--- src/rtl/serial_adder_pkg.sv ---
// Shared types and constants for the bit-serial adder.
package serial_adder_pkg;

   typedef enum logic [1:0] {
      IDLE = 2'd0,
      RUN  = 2'd1,
      DONE = 2'd2
   } state_e;

   localparam int WIDTH_DEFAULT = 8;

   // The counter must hold WIDTH-1, so $clog2(WIDTH+1) bits covers every legal WIDTH.
   function automatic int cnt_width(input int w);
      return $clog2(w + 1);
   endfunction

endpackage

--- src/rtl/serial_adder_if.sv ---
// Operand/result handshake bundle for serial_adder; master drives operands, slave is the adder.
interface serial_adder_if
   import serial_adder_pkg::*;
#(
   parameter int WIDTH = WIDTH_DEFAULT
);
   logic [WIDTH-1:0] a;
   logic [WIDTH-1:0] b;
   logic             in_valid;
   logic             in_ready;
   logic [WIDTH-1:0] sum;
   logic             carry;
   logic             ovf;
   logic             out_valid;
   logic             out_ready;

   modport master (
      output a, b, in_valid, out_ready,
      input  in_ready, sum, carry, ovf, out_valid
   );

   modport slave (
      input  a, b, in_valid, out_ready,
      output in_ready, sum, carry, ovf, out_valid
   );
endinterface

--- src/rtl/half_adder.sv ---
// Team half-adder cell: s = a ^ b, c = a & b.
module half_adder (
   input  logic a,
   input  logic b,
   output logic s,
   output logic c
);
   assign s = a ^ b;
   assign c = a & b;
endmodule

--- src/rtl/serial_fa_bit.sv ---
// Combinational full-adder slice: two half-adder cells plus an OR for carry-out.
module serial_fa_bit (
   input  logic a,
   input  logic b,
   input  logic cin,
   output logic s,
   output logic cout
);
   logic s0;
   logic c0;
   logic c1;

   half_adder u_ha0 (
      .a (a),
      .b (b),
      .s (s0),
      .c (c0)
   );

   half_adder u_ha1 (
      .a (s0),
      .b (cin),
      .s (s),
      .c (c1)
   );

   assign cout = c0 | c1;
endmodule

--- src/rtl/serial_adder.sv ---
// Bit-serial unsigned adder, LSB first, one bit per clock with a registered carry.
// Define SERIAL_ADDER_OVF_EN to register signed overflow on ovf; otherwise ovf is tied low.
module serial_adder
   import serial_adder_pkg::*;
#(
   parameter int WIDTH = WIDTH_DEFAULT
) (
   input  logic          clk,
   input  logic          rst_n,
   serial_adder_if.slave bus
);
   localparam int CNT_W = cnt_width(WIDTH);

   state_e           state_q, state_d;
   logic [WIDTH-1:0] a_sh_q, a_sh_d;
   logic [WIDTH-1:0] b_sh_q, b_sh_d;
   logic [WIDTH-1:0] sum_q, sum_d;
   logic             carry_q, carry_d;
   logic [CNT_W-1:0] cnt_q, cnt_d;
   logic             fa_s;
   logic             fa_cout;
   logic             last_bit;

   serial_fa_bit u_fa (
      .a    (a_sh_q[0]),
      .b    (b_sh_q[0]),
      .cin  (carry_q),
      .s    (fa_s),
      .cout (fa_cout)
   );

   assign last_bit = (cnt_q == CNT_W'(WIDTH - 1));

`ifdef SERIAL_ADDER_OVF_EN
   logic ovf_q, ovf_d;
`endif

   always_comb begin
      state_d = state_q;
      a_sh_d  = a_sh_q;
      b_sh_d  = b_sh_q;
      sum_d   = sum_q;
      carry_d = carry_q;
      cnt_d   = cnt_q;
`ifdef SERIAL_ADDER_OVF_EN
      ovf_d   = ovf_q;
`endif
      case (state_q)
         IDLE: begin
            if (bus.in_valid) begin
               a_sh_d  = bus.a;
               b_sh_d  = bus.b;
               sum_d   = '0;
               carry_d = 1'b0;
               cnt_d   = '0;
`ifdef SERIAL_ADDER_OVF_EN
               ovf_d   = 1'b0;
`endif
               state_d = RUN;
            end
         end
         RUN: begin
            // New sum bit enters at the MSB so the result ends up aligned after WIDTH shifts.
            a_sh_d  = a_sh_q >> 1;
            b_sh_d  = b_sh_q >> 1;
            sum_d   = (sum_q >> 1) | (WIDTH'(fa_s) << (WIDTH - 1));
            carry_d = fa_cout;
            if (last_bit) begin
`ifdef SERIAL_ADDER_OVF_EN
               ovf_d   = carry_q ^ fa_cout;
`endif
               state_d = DONE;
            end else begin
               cnt_d = cnt_q + CNT_W'(1);
            end
         end
         DONE: begin
            if (bus.out_ready) state_d = IDLE;
         end
         default: state_d = IDLE;
      endcase
   end

   always_ff @(posedge clk or negedge rst_n) begin
      if (!rst_n) begin
         state_q <= IDLE;
         a_sh_q  <= '0;
         b_sh_q  <= '0;
         sum_q   <= '0;
         carry_q <= 1'b0;
         cnt_q   <= '0;
`ifdef SERIAL_ADDER_OVF_EN
         ovf_q   <= 1'b0;
`endif
      end else begin
         state_q <= state_d;
         a_sh_q  <= a_sh_d;
         b_sh_q  <= b_sh_d;
         sum_q   <= sum_d;
         carry_q <= carry_d;
         cnt_q   <= cnt_d;
`ifdef SERIAL_ADDER_OVF_EN
         ovf_q   <= ovf_d;
`endif
      end
   end

   // Handshake flags decode straight from the state register.
   assign bus.in_ready  = (state_q == IDLE);
   assign bus.out_valid = (state_q == DONE);
   assign bus.sum       = sum_q;
   assign bus.carry     = carry_q;
`ifdef SERIAL_ADDER_OVF_EN
   assign bus.ovf       = ovf_q;
`else
   assign bus.ovf       = 1'b0;
`endif
endmodule

--- src/flat_wrapper.sv ---
// flat-port wrapper written by rule: the top's interface ports become plain ports
module serial_adder_flat import serial_adder_pkg::*;
#(
   parameter int WIDTH = WIDTH_DEFAULT
)
  (clk, rst_n, bus_a, bus_b, bus_in_valid, bus_out_ready, bus_in_ready, bus_sum, bus_carry, bus_ovf, bus_out_valid);
  serial_adder_if #(.WIDTH(WIDTH)) bus_i ();
  input  logic clk;
  input  logic rst_n;
  input wire logic [$bits(bus_i.a)-1:0] bus_a;
  input wire logic [$bits(bus_i.b)-1:0] bus_b;
  input wire logic [$bits(bus_i.in_valid)-1:0] bus_in_valid;
  input wire logic [$bits(bus_i.out_ready)-1:0] bus_out_ready;
  output wire logic [$bits(bus_i.in_ready)-1:0] bus_in_ready;
  output wire logic [$bits(bus_i.sum)-1:0] bus_sum;
  output wire logic [$bits(bus_i.carry)-1:0] bus_carry;
  output wire logic [$bits(bus_i.ovf)-1:0] bus_ovf;
  output wire logic [$bits(bus_i.out_valid)-1:0] bus_out_valid;
  assign bus_i.a = bus_a;
  assign bus_i.b = bus_b;
  assign bus_i.in_valid = bus_in_valid;
  assign bus_i.out_ready = bus_out_ready;
  assign bus_in_ready = bus_i.in_ready;
  assign bus_sum = bus_i.sum;
  assign bus_carry = bus_i.carry;
  assign bus_ovf = bus_i.ovf;
  assign bus_out_valid = bus_i.out_valid;
  serial_adder #(.WIDTH(WIDTH)) u_core (.clk(clk), .rst_n(rst_n), .bus(bus_i));
endmodule
--- config.mk ---
export PLATFORM = sky130hd
export DESIGN_NAME = serial_adder_flat
export DESIGN_NICKNAME = d
export VERILOG_FILES = /design/src/rtl/serial_adder_pkg.sv /design/src/rtl/serial_adder_if.sv /design/src/rtl/half_adder.sv /design/src/rtl/serial_fa_bit.sv /design/src/rtl/serial_adder.sv /design/src/flat_wrapper.sv
export SDC_FILE = /design/constraint.sdc
export NUM_CORES = 1
export LEC_CHECK = 0
export CAP_MARGIN = 20
export CORE_MARGIN = 5
export CORE_UTILIZATION = 49
export CTS_CLUSTER_DIAMETER = 120
export DETAILED_ROUTE_END_ITERATION = 8
export PLACE_DENSITY = 0.8
export RECOVER_POWER = 100
export SLEW_MARGIN = 20
export SYNTH_ARGS = -nofsm -noshare
export SYNTH_HDL_FRONTEND = slang
export SYNTH_HIERARCHICAL = 1
export SYNTH_SLANG_ARGS = --single-unit
export TNS_END_PERCENT = 10
--- constraint.sdc ---
create_clock -name clk -period 1.5 [get_ports clk]
set_input_delay 0.15 -clock clk [delete_from_list [all_inputs] [get_ports clk]]
set_output_delay 0.15 -clock clk [all_outputs]
set_load 0.005 [all_outputs]
==> run_1/wire_density.png <==
13 x 13 tiles, from dark blue (low) to red (high), scaled to the fullest tile. Values are wire area over tile area, all layers added.
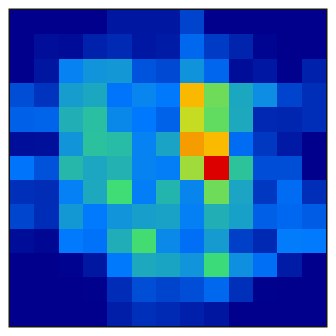
- emptiest ninth of the die: south-west
- fullest tile: 0.58
- densest ninth of the die: centre
- tiles over half the peak: 6.5%
- mean over tiles: 0.11
- nearly empty tiles: 22%

==> run_1/final_placement.png <==
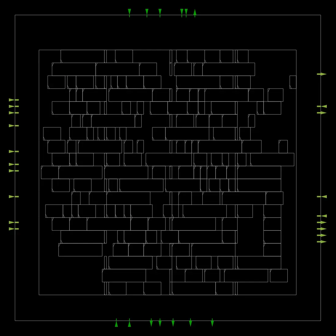
non-filler cells, final: 199
Site Rows: 19
fillers: 231
flop count: 31
Util after Layout: 66.9%

==> reports/qor.csv, run 1 <==
stage;metric;value;unit
yosys;fp_nets;153;
power;p_leak;0.849;nW
global_route;grt-ovfl-total;0;
global_route;grt_pass1_wl;5.18;mm
clock_network;htreeDepth;2;
yosys;mux_share;9.63;%
yosys;ys_sh_aoi;16.8;%
yosys;yosys.area.top_type_share;53.3;%
yosys;synth-adder-area-share;2.58;%
final_layout;drive_above_1_share;11.9;%
die;chipWidth;64.5;um
worst_setup_path;end_kind;flop;
worst_setup_path;required;1.72;ns
die;io_pins;32;
yosys;syn_area_per_cell;11.2;um^2
yosys;yosys.area_share.simple;11.7;%
sta;slew_headroom;50.9;%
sta;min_period;1.40;ns
placed_design;portBuffers;30;
yosys;ys_top_cells_by_count;dfrtp_1 (31), nand2_1 (18), mux2i_1 (14);
die;core;2810;um^2
yosys;yosys_most_used_dff;dfrtp_1;
final_layout;n_antenna_cell;0;
die;initCoreUtil;51.9;%
yosys;yosys_warnings;6;
worst_setup_path;regToRegSetupSlack;0.10;ns
yosys;top_cell;dfrtp_1;
yosys;syn_area;1460;um^2
route;drc;0;
global_route;track_usage;16.2;%
yosys;syn_inst;130;
yosys;ys_types;32;
route;drt_first_pass_iters;4;
worst_setup_path;slowest_stage;dfrtp_1;
sta;drv_slew;0;
die;dieArea;4160;um^2
worst_setup_path;path_max_fanout;2;
worst_setup_path;cp.arrival;1.61;ns
yosys;topCombFamilyByArea;AND-OR/OR-AND gates;
yosys;yosys.stat.seqShare;53.3;%
sta;fmax;0.715;GHz
clock_network;clkLatencyLatePin;0.33;ns
placed_design;hpwl;2.12;mm
yosys;top_area_cell;dfrtp_1;
die;die_h;64.5;um
route;postRouteAntennaNets;0;
final_layout;fin_nets;190;
yosys;ys_async_sr_fraction;100;%
sta;setup_viol;0;
sta;fin_skew;0.00687;ns
worst_setup_path;critPathKind;flop to flop;
sta;holdWs;0.415;ns
sta;finalHoldViolCount;0;
global_route;grt_pass1_vias;1156;
global_route;antenna_found_initial;0;
yosys;xor_share;0;%
clock_network;clockBufferDepth;2;
power;powerDensity;2000;nW/um^2
global_route;grt_max_degree;32;
power;ir_drop;1050;uV
clock_network;root_buffer;clkbuf_4;
worst_setup_path;cp-start-kind;flop;
sta;worst_pin_slew;0.736;ns
placed_design;place_congestion;0.738;
sta;period_used_share;93.2;%
worst_setup_path;cp_cell_sequence;ha_1 > ha_1 > or2_1 > a22o_1;
sta;rsz0062_at_grt;false;
route;routed_wl;2.88;mm
route;drt_iter0_drc;62;
route;vias;1126;
run_status;status;complete, no violations;
yosys;topCellsByArea;dfrtp_1 (53%), mux2i_1 (9.6%), a22o_1 (5.4%);
clock_network;cts_tree;built;
route;wl_per_cell;14.5;um
yosys;yosys_cells;130;
worst_setup_path;cp_common_cell;ha_1;
yosys;yosys_area;1460;um^2
job;maxCapViolations;0;
route;via_per_inst;5.66;
clock_network;cts_buffers;5;
hold_path;hold_class;input port to async pin;
yosys;synth-edff-count;0;
final_layout;syn2layout_area_growth;29.0;%
job;tool_warnings;26;
worst_setup_path;max_stage_delay;0.39;ns
clock_network;clk_pin_slew;0.10;ns
yosys;ys_ff;31;
sta;fin_tns_setup;0;ns
clock_network;clkSinkCount;31;
==> run_1/pdn.png <==
Bar = 20 um. Pins as bars on the die edge. Tap cells in grey.
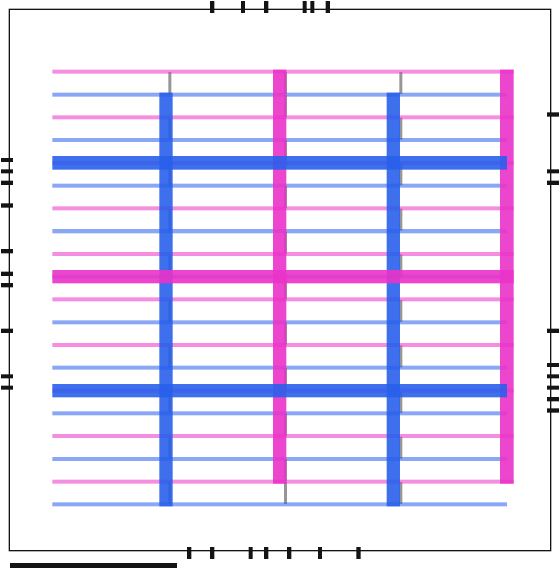
- VSS: blue
- VDD: magenta
- met1 rails: 20
- met4 straps: 4

run 1: timing repair:
| item | CTS | global route |
|---|---|---|
| endpoints found under the setup margin | 2 | 0 |
| resized | 5 | 0 |
| setup buffers | 3 | 0 |
| hold buffers | 0 | 0 |
run 1: layout by cell type (no fill, tap or decap), drive strengths merged, types with 2 or more instances in the layout:
cell            n
nor2            3
nor2b           4
a22o            9
buf             5
nand2          18
nand3           3
inv             3
o21ai          16
mux2i          14
a32o            2
ha              3
a21oi           2
clkdlybuf4s50  27
dlygate4sd2     2
o21bai          2
clkbuf         10
dfrtp          31
run 1: path summary, 6_finish.rpt:
kind	from	to	cells past startpoint
worst max-delay path	u_core/a_sh_q[0]	u_core/bus.carry	4
worst min-delay path	rst_n	u_core/cnt_q[0]	2
worst max register to register	u_core/a_sh_q[0]	u_core/bus.carry	4
worst min register to register	u_core/b_sh_q[6]	u_core/b_sh_q[6]	2
max in group asynchronous	rst_n	u_core/state_q[0]	2
min in group clk	bus_out_ready	u_core/state_q[1]	3
run 1: worst max-delay path: cells and delay by family, from the launching register on:
family | cells | cell delay [ns]
compound gates | 1 | 0.20
fa+ha+maj | 2 | 0.49
flops | 1 | 0.39
simple gates | 1 | 0.22
run 1: layer usage:
layer  vias to the layer above  wire length (um)  global-route usage, %
met2                        45              1440                   26.8
met4                         0                51                   6.86
met1                       541              1190                   19.5
li1                        531                 -                      -
met3                         9               201                   5.18
met5                         -                 0                      0
run 1: state kept, by name (all words and copies together) (netlist names):
name	cells
u_core/cnt_q	4
u_core/state_q	2
u_core/a_sh_q	8
u_core/bus.carry	1
u_core/bus.sum	8
u_core/b_sh_q	8
run 1: kinds of logic after synthesis:
family / Yosys count
AND-OR/OR-AND: 35
AND/OR/NAND/NOR: 34
flip-flops: 31
multiplexers: 14
buffers and inverters: 12
adder cells (fa/ha/maj): 3
other: 1
run 1: stage by stage:
stage | power, mW | setup WS, ns | util (%) | cells | instance area, um^2
2_1_floorplan | 2.56 | 0.163 | - | 130 | 1460
3_3_place_gp | 3.00 | 0.119 | 63.4 | 188 | 1780
3_5_place_dp | 3.09 | 0.0878 | 63.4 | 188 | 1780
4_1_cts | 3.82 | 0.0978 | 67.5 | 199 | 1890
5_1_grt | 4.04 | 0.0334 | 66.9 | 199 | 1880
6_report | 3.76 | 0.101 | 66.9 | 199 | 1880
run 1: layout make-up:
type | instances | area, um^2
sequential | 31 | 777
inverter | 3 | 11.3
fill | 231 | 928
timing repair buffer | 39 | 368
clock buffer | 6 | 51.3
tap | 31 | 38.8
clock inverter | 2 | 35.0
multi-input combinational | 87 | 596
run 1: where the power goes:
| group | internal (mW) | switching, mW |
|---|---|---|
| clock network | 0.394 | 0.281 |
| registers | 1.21 | 0.265 |
| logic | 0.875 | 0.734 |
| total | 2.48 | 1.28 |
## Run 2: what changed since run 1
--- a/config.mk
+++ b/config.mk
@@ -5,7 +5,8 @@
 export SDC_FILE = /design/constraint.sdc
 export NUM_CORES = 1
 export LEC_CHECK = 0
-export CAP_MARGIN = 20
+export CAP_MARGIN = 25
+export CORE_ASPECT_RATIO = 0.75
 export CORE_MARGIN = 5
 export CORE_UTILIZATION = 49
 export CTS_CLUSTER_DIAMETER = 120
==> run_2/port_nets.png <==
Bar = 20 um.
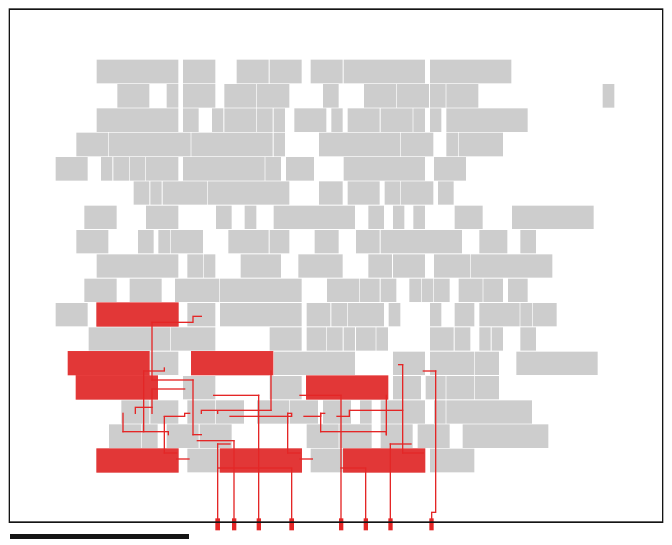
- bus_sum: red (bits 8; direction output; edge south; end cells 8; buffers 8; wire 236 um)
I/O Pins: 32
port buffer count: 30

==> run_2/cell_classes.png <==
Fill, decap, tap and diode cells in grey.
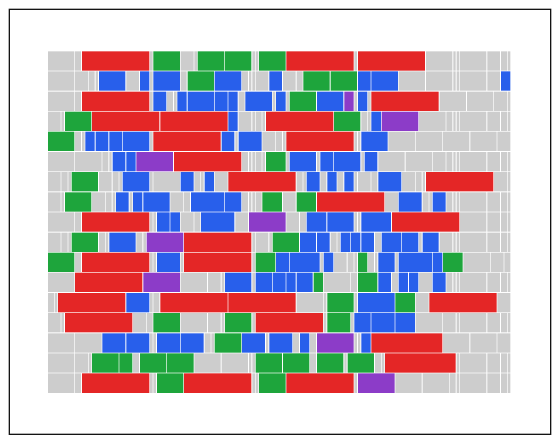
- other buffers and delay cells: green (cells 40; share of their area 20%)
- all other logic: blue (cells 90; share of their area 33%)
- flip-flops: red (cells 31; share of their area 42%)
- clock drivers and dummy loads: purple (cells 8; share of their area 5.4%)
flop share of the area: 41.0%
Site Rows: 17
Util after Layout: 65.6%

==> run 2 against run 1 <==
  * Register-to-register slack is essentially flat
  * Die size grew 0.27%
  * Critical endpoint is now bus_sum[7]
  * Combinational power barely moved
  * Count of clock-buffer cells in the layout rose by 2
  * Via count is 3.7% lower
  * Power increased by 0.15%
  * Largest power group unchanged
  * Clock skew hardly changed
==> reports/qor.csv, run 2 <==
stage;metric;value;unit
run_status;status;complete, no violations;
sta;fin_skew;0.00644;ns
sta;rsz0062_at_grt;false;
power;seqPwrFrac;38.8;%
sta;setup_viol;0;
route;via_per_inst;5.24;
die;initCoreUtil;50.3;%
global_route;met2_usage;26.0;%
yosys;fp_nets;153;
global_route;busiest_layer;met2;
worst_setup_path;crit_family;buffers and inverters;
sta;worst_pin_slew;0.770;ns
final_layout;drive_above_1_share;12.4;%
yosys;yosys_cells;130;
power;powerDensity;1980;nW/um^2
global_route;grt_max_degree;32;
clock_network;root_buffer;clkbuf_8;
final_layout;n_antenna_cell;0;
power;p_leak;0.865;nW
clock_network;clkSinkCount;31;
worst_setup_path;critPathKind;flop to output port;
worst_setup_path;cp_cell_sequence;dlygate4sd3_1;
yosys;ys_types;32;
clock_network;clkLatencyLatePin;0.28;ns
sta;period_used_share;93.8;%
hold_path;hold_class;input port to flop;
placed_design;place_congestion;0.774;
job;tool_warnings;26;
sta;min_period;1.41;ns
global_route;grt_pass1_vias;1128;
worst_setup_path;required;1.35;ns
route;vias;1084;
die;core;2890;um^2
sta;fin_tns_setup;0;ns
yosys;yosys_warnings;6;
yosys;yosys.area.top_type_share;53.3;%
final_layout;mostFrequentLayoutCell;dfrtp_1;
route;drt_iter0_drc;110;
clock_network;cts_buffers;5;
die;die_h;57.2;um
yosys;synth-edff-count;0;
yosys;syn_area;1460;um^2
yosys;ys_ff;31;
route;drc;0;
worst_setup_path;r2r_start;u_core/state_q[0];
worst_setup_path;cp.arrival;1.26;ns
sta;slew_headroom;48.7;%
clock_network;cts_hold_buf;0;
placed_design;hpwl;2.12;mm
power;p_sw;1.30;mW
final_layout;fin_nets;191;
yosys;yosys.stat.seqShare;53.3;%
global_route;antenna_found_initial;0;
worst_setup_path;slowest_stage;dlygate4sd3_1;
worst_setup_path;cp-start-kind;flop;
power;p_sw_share;34.5;%
global_route;track_usage;16.8;%
global_route;grt_pass1_wl;5.24;mm
yosys;syn_area_per_cell;11.2;um^2
global_route;met1_usage;21.4;%
yosys;yosys_area;1460;um^2
yosys;ys_top_cells_by_count;dfrtp_1 (31), nand2_1 (18), mux2i_1 (14);
yosys;ys_async_sr_fraction;100;%
yosys;topCellsByArea;dfrtp_1 (53%), mux2i_1 (9.6%), a22o_1 (5.4%);
job;maxCapViolations;0;
worst_setup_path;path_max_fanout;3;
yosys;top_area_cell;dfrtp_1;
global_route;met3_usage;4.75;%
sta;fmax;0.711;GHz
yosys;syn_inst;130;
route;wl_per_cell;14.3;um
route;drt_first_pass_iters;4;
clock_network;clk_pin_slew;0.07;ns
die;dieArea;4170;um^2
final_layout;lay_top_cells;dfrtp_1 (29), clkdlybuf4s50_1 (19), nand2_1 (18);
worst_setup_path;cp_num_buf_inv;1;
sta;drv_slew;0;
power;p_int;2.46;mW
route;routed_wl;2.96;mm
clock_network;htreeDepth;2;
die;chipWidth;72.9;um
power;ir_drop;1130;uV
worst_setup_path;max_stage_delay;0.58;ns
final_layout;syn2layout_area_growth;30.4;%
yosys;top_cell;dfrtp_1;
power;pwr-share-clk;19.1;%
power;pwr-share-comb;42.0;%
global_route;grt-ovfl-total;0;
worst_setup_path;crit_start;u_core/bus.sum[7];
clock_network;clockBufferDepth;2;
sta;finalHoldViolCount;0;
yosys;yosys_most_used_dff;dfrtp_1;
hold_path;hold_path_startpoint;bus_out_ready;
route;postRouteAntennaNets;0;
clock_network;cts_tree;built;
worst_setup_path;end_kind;output port;
## run 2: cell count changes in the layout (fill, tap and decap cells not counted), moves of 3 or more
cell / change
buf_4: +3
clkbuf_4: -6
dlygate4sd3_1: +8
clkdlybuf4s50_1: -8
clkbuf_8: +6
## run 2: layout make-up
| cell class | instances | area (um^2) |
|---|---|---|
| Clock buffer | 8 | 100 |
| Fill cell | 247 | 996 |
| Inverter | 3 | 11.3 |
| Multi-Input combinational cell | 87 | 596 |
| Sequential cell | 31 | 778 |
| Tap cell | 38 | 47.5 |
| Timing Repair Buffer | 40 | 364 |
## run 2: power by group through the flow
stage | clock network (mW) | logic [mW] | registers, mW
after floorplan | 0 | 1.14 | 1.41
after global placement | 0 | 1.54 | 1.47
after detailed placement | 0 | 1.60 | 1.50
after CTS | 0.742 | 1.66 | 1.47
after global routing | 0.791 | 1.76 | 1.51
final | 0.720 | 1.58 | 1.46
## run 2: worst paths after layout
path / slack [ns] / endpoint / cells after the start
min: 0.45 / u_core/state_q[1] / 3
min reg2reg: 0.49 / u_core/a_sh_q[1] / 2
min in group asynchronous: 0.47 / u_core/bus.sum[0] / 2
max reg2reg: 0.10 / u_core/b_sh_q[6] / 5
max: 0.09 / bus_sum[7] / 1
max in group asynchronous: 0.50 / u_core/state_q[0] / 2
## run 2: logic make-up (layout without fill, tap and decap cells)
logic type	after synthesis	in the layout	share of synthesized area (%)
AND-OR/OR-AND	35	35	16.8
adder cells (fa/ha/maj)	3	3	2.58
buffers and inverters	12	51	5.76
flip-flops	31	31	53.3
multiplexers	14	14	9.63
other	1	1	0.258
AND/OR/NAND/NOR	34	34	11.7
## run 2: repair_timing
item                       in CTS  in global routing
resized                         3                  1
buffers inserted                2                  0
setup endpoints to repair       2                  1
## run 2: per-layer routing
| metal | part of all wire (%) | wire length, um | up-vias |
|---|---|---|---|
| li1 | - | - | 536 |
| met1 | 47 | 1400 | 526 |
| met2 | 48 | 1430 | 16 |
| met3 | 2.8 | 82 | 6 |
| met4 | 1.6 | 46 | 0 |
| met5 | 0 | 0 | - |
## run 2: per-stage QoR
step | setup slack [ns] | hold slack (ns) | area, um^2 | std cells | total power [mW]
3_3_place_gp | 0.151 | 0.466 | 1790 | 197 | 3.01
5_1_grt | 0.0137 | 0.482 | 1900 | 207 | 4.06
2_1_floorplan | 0.163 | -0.146 | 1460 | 130 | 2.56
3_5_place_dp | 0.118 | 0.484 | 1790 | 197 | 3.10
4_1_cts | 0.0105 | 0.258 | 1910 | 207 | 3.87
6_report | 0.0928 | 0.450 | 1900 | 207 | 3.76
## Run 3: what changed since run 2
--- a/config.mk
+++ b/config.mk
@@ -11,6 +11,7 @@
 export CORE_UTILIZATION = 49
 export CTS_CLUSTER_DIAMETER = 120
 export DETAILED_ROUTE_END_ITERATION = 8
+export GPL_ROUTABILITY_DRIVEN = 0
 export PLACE_DENSITY = 0.8
 export RECOVER_POWER = 100
 export SLEW_MARGIN = 20
==> run_3/final_placement.png <==
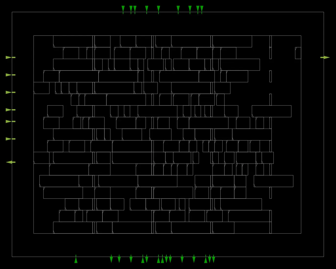
n_taps: 38
CORE AREA: 2890 um^2
non-filler cells, final: 207

==> run_3/pdn.png <==
Bar = 20 um. Pins as bars on the die edge. Tap cells in grey.
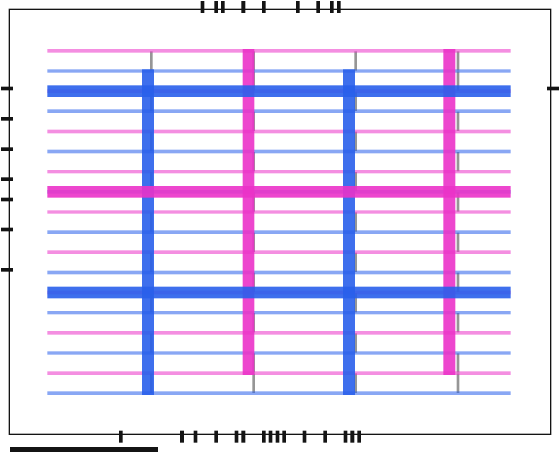
- VDD: magenta
- VSS: blue
- met5 straps: 3
- signal pins: 32
- met1 rails: 18
- rows: 17
- tap cells: 38

==> run 3 against run 2 <==
  * Final cell count is the same
  * Synthesized area is the same
  * Clock power about the same
  * Maximum frequency is the same
  * Highest routed layer unchanged
==> reports/qor.csv, run 3 <==
stage;metric;value;unit
power;powerDensity;1980;nW/um^2
power;ir_drop;1130;uV
yosys;ys_async_sr_fraction;100;%
run_status;status;complete, no violations;
worst_setup_path;regToRegSetupSlack;0.10;ns
yosys;syn_area;1460;um^2
final_layout;mostFrequentLayoutCell;dfrtp_1;
clock_network;cts_tree;built;
job;maxCapViolations;0;
die;num_rows;17;
yosys;yosys_area;1460;um^2
global_route;antenna_found_initial;0;
route;via_per_inst;5.24;
worst_setup_path;path_max_fanout;3;
sta;fin_skew;0.00644;ns
sta;worst_pin_slew;0.770;ns
power;seqPwrFrac;38.8;%
global_route;track_usage;16.8;%
hold_path;hold_depth;3;
clock_network;clockBufferDepth;2;
route;routed_wl;2.96;mm
yosys;ys_ff;31;
worst_setup_path;slowest_stage;dlygate4sd3_1;
power;total_power;3.76;mW
worst_setup_path;required;1.35;ns
placed_design;portBuffers;30;
power;p_int;2.46;mW
sta;holdWs;0.450;ns
worst_setup_path;rr_endpoint;u_core/b_sh_q[6];
yosys;syn_area_per_cell;11.2;um^2
final_layout;lay_top_cells;dfrtp_1 (29), clkdlybuf4s50_1 (19), nand2_1 (18);
final_layout;final_util;65.6;%
power;pwr-share-comb;42.0;%
final_layout;n_fill_cell;247;
global_route;grt_pass1_vias;1128;
worst_setup_path;cp.arrival;1.26;ns
worst_setup_path;r2r_cells;5;
final_layout;n_antenna_cell;0;
yosys;syn_inst;130;
route;drc;0;
global_route;grt-ovfl-total;0;
yosys;top_area_cell;dfrtp_1;
worst_setup_path;cp_num_buf_inv;1;
worst_setup_path;cp_num_cells;1;
yosys;yosys.area.top_type_share;53.3;%
worst_setup_path;r2r_start;u_core/state_q[0];
power;pwr-share-clk;19.1;%
worst_setup_path;critPathKind;flop to output port;
sta;min_period;1.41;ns
clock_network;htreeDepth;2;
worst_setup_path;crit_start;u_core/bus.sum[7];
yosys;fp_nets;153;
sta;rsz0062_at_grt;false;
worst_setup_path;cp-start-kind;flop;
clock_network;cts_buffers;5;
yosys;ys_types;32;
final_layout;fin_nets;191;
yosys;yosys.stat.seqShare;53.3;%
route;wl_per_cell;14.3;um
clock_network;clk_pin_slew;0.07;ns
power;p_sw;1.30;mW
sta;fin_tns_setup;0;ns
sta;period_used_share;93.8;%
clock_network;cts_hold_buf;0;
clock_network;clkSinkCount;31;
yosys;yosys_warnings;6;
route;drt_first_pass_iters;4;
route;drt_iter0_drc;110;
sta;fmax;0.711;GHz
die;initCoreUtil;50.3;%
die;die_h;57.2;um
yosys;ys_top_cells_by_count;dfrtp_1 (31), nand2_1 (18), mux2i_1 (14);
sta;finalHoldViolCount;0;
yosys;yosys_most_used_dff;dfrtp_1;
route;postRouteAntennaNets;0;
die;dieArea;4170;um^2
die;io_pins;32;
yosys;top_cell;dfrtp_1;
global_route;grt_max_degree;32;
yosys;yosys_cells;130;
global_route;grt_pass1_wl;5.24;mm
route;vias;1084;
sta;setup_viol;0;
final_layout;syn2layout_area_growth;30.4;%
worst_setup_path;cp_cell_sequence;dlygate4sd3_1;
hold_path;hold_class;input port to flop;
job;tool_warnings;26;
worst_setup_path;crit_family;buffers and inverters;
die;chipWidth;72.9;um
yosys;synth-edff-count;0;
worst_setup_path;max_stage_delay;0.58;ns
clock_network;root_buffer;clkbuf_8;
sta;drv_slew;0;
power;p_sw_share;34.5;%
worst_setup_path;cp-endpoint;bus_sum[7];
yosys;topCellsByArea;dfrtp_1 (53%), mux2i_1 (9.6%), a22o_1 (5.4%);
sta;slew_headroom;48.7;%
clock_network;clkLatencyLatePin;0.28;ns
placed_design;hpwl;2.12;mm
power;p_leak;0.865;nW
worst_setup_path;end_kind;output port;
final_layout;drive_above_1_share;12.4;%
[run 3: cell counts after synthesis]
No cell type changed its count.
[run 3: power groups by stage]
stage | sequential [mW] | combinational, mW | clock [mW]
after floorplan | 1.41 | 1.14 | 0
final | 1.46 | 1.58 | 0.720
after global routing | 1.51 | 1.76 | 0.791
after detailed placement | 1.50 | 1.60 | 0
after CTS | 1.47 | 1.66 | 0.742
after global placement | 1.47 | 1.54 | 0
[run 3: final cells by class]
class,instances,area [um^2],share of cell area (%)
clock buffers,8,100,5.28
repair buffers,40,364,19.2
inverters,3,11.3,0.594
flip-flops and latches,31,778,41.0
well taps,38,47.5,2.51
multi-input cells,87,596,31.4
[run 3: how the worst min path moves through the flow]
stage	start	end	slack [ns]
finish	bus_out_ready	u_core/state_q[1]	0.45
global route	bus_out_ready	u_core/state_q[1]	0.48
CTS	rst_n	u_core/bus.sum[0]	0.26
detailed placement	u_core/b_sh_q[1]	u_core/b_sh_q[1]	0.48
global placement	u_core/a_sh_q[6]	u_core/a_sh_q[6]	0.47
floorplan	rst_n	u_core/a_sh_q[0]	-0.15
[run 3: metal layers]
metal	vias up	share of wire, %	GRT usage [%]
li1	536	-	-
met1	526	47	21.4
met2	16	48	26.0
met3	6	2.8	4.75
met4	0	1.6	8.68
met5	-	0	0
[run 3: kinds of logic (layout without fill, tap and decap cells)]
group                      Yosys count  after routing  synth area share, %
adders and majority gates            3              3                 2.58
buffers and inverters               12             51                 5.76
other                                1              1                0.258
and+or+nand+nor                     34             34                 11.7
DFF                                 31             31                 53.3
AOI/OAI and AO/OA                   35             35                 16.8
muxes                               14             14                 9.63
[run 3: timing repair]
item,4_1_cts,5_1_grt
buffers inserted,2,0
gates resized,3,1
setup endpoints to repair,2,1
[run 3: metrics by stage]
step                instances  setup slack (ns)  area, um^2
finish                    207            0.0928        1900
global route              207            0.0137        1900
CTS                       207            0.0105        1910
detailed placement        197             0.118        1790
global placement          197             0.151        1790
floorplan                 130             0.163        1460
Power figures rest on the tool's default switching activity, not on a simulated workload.
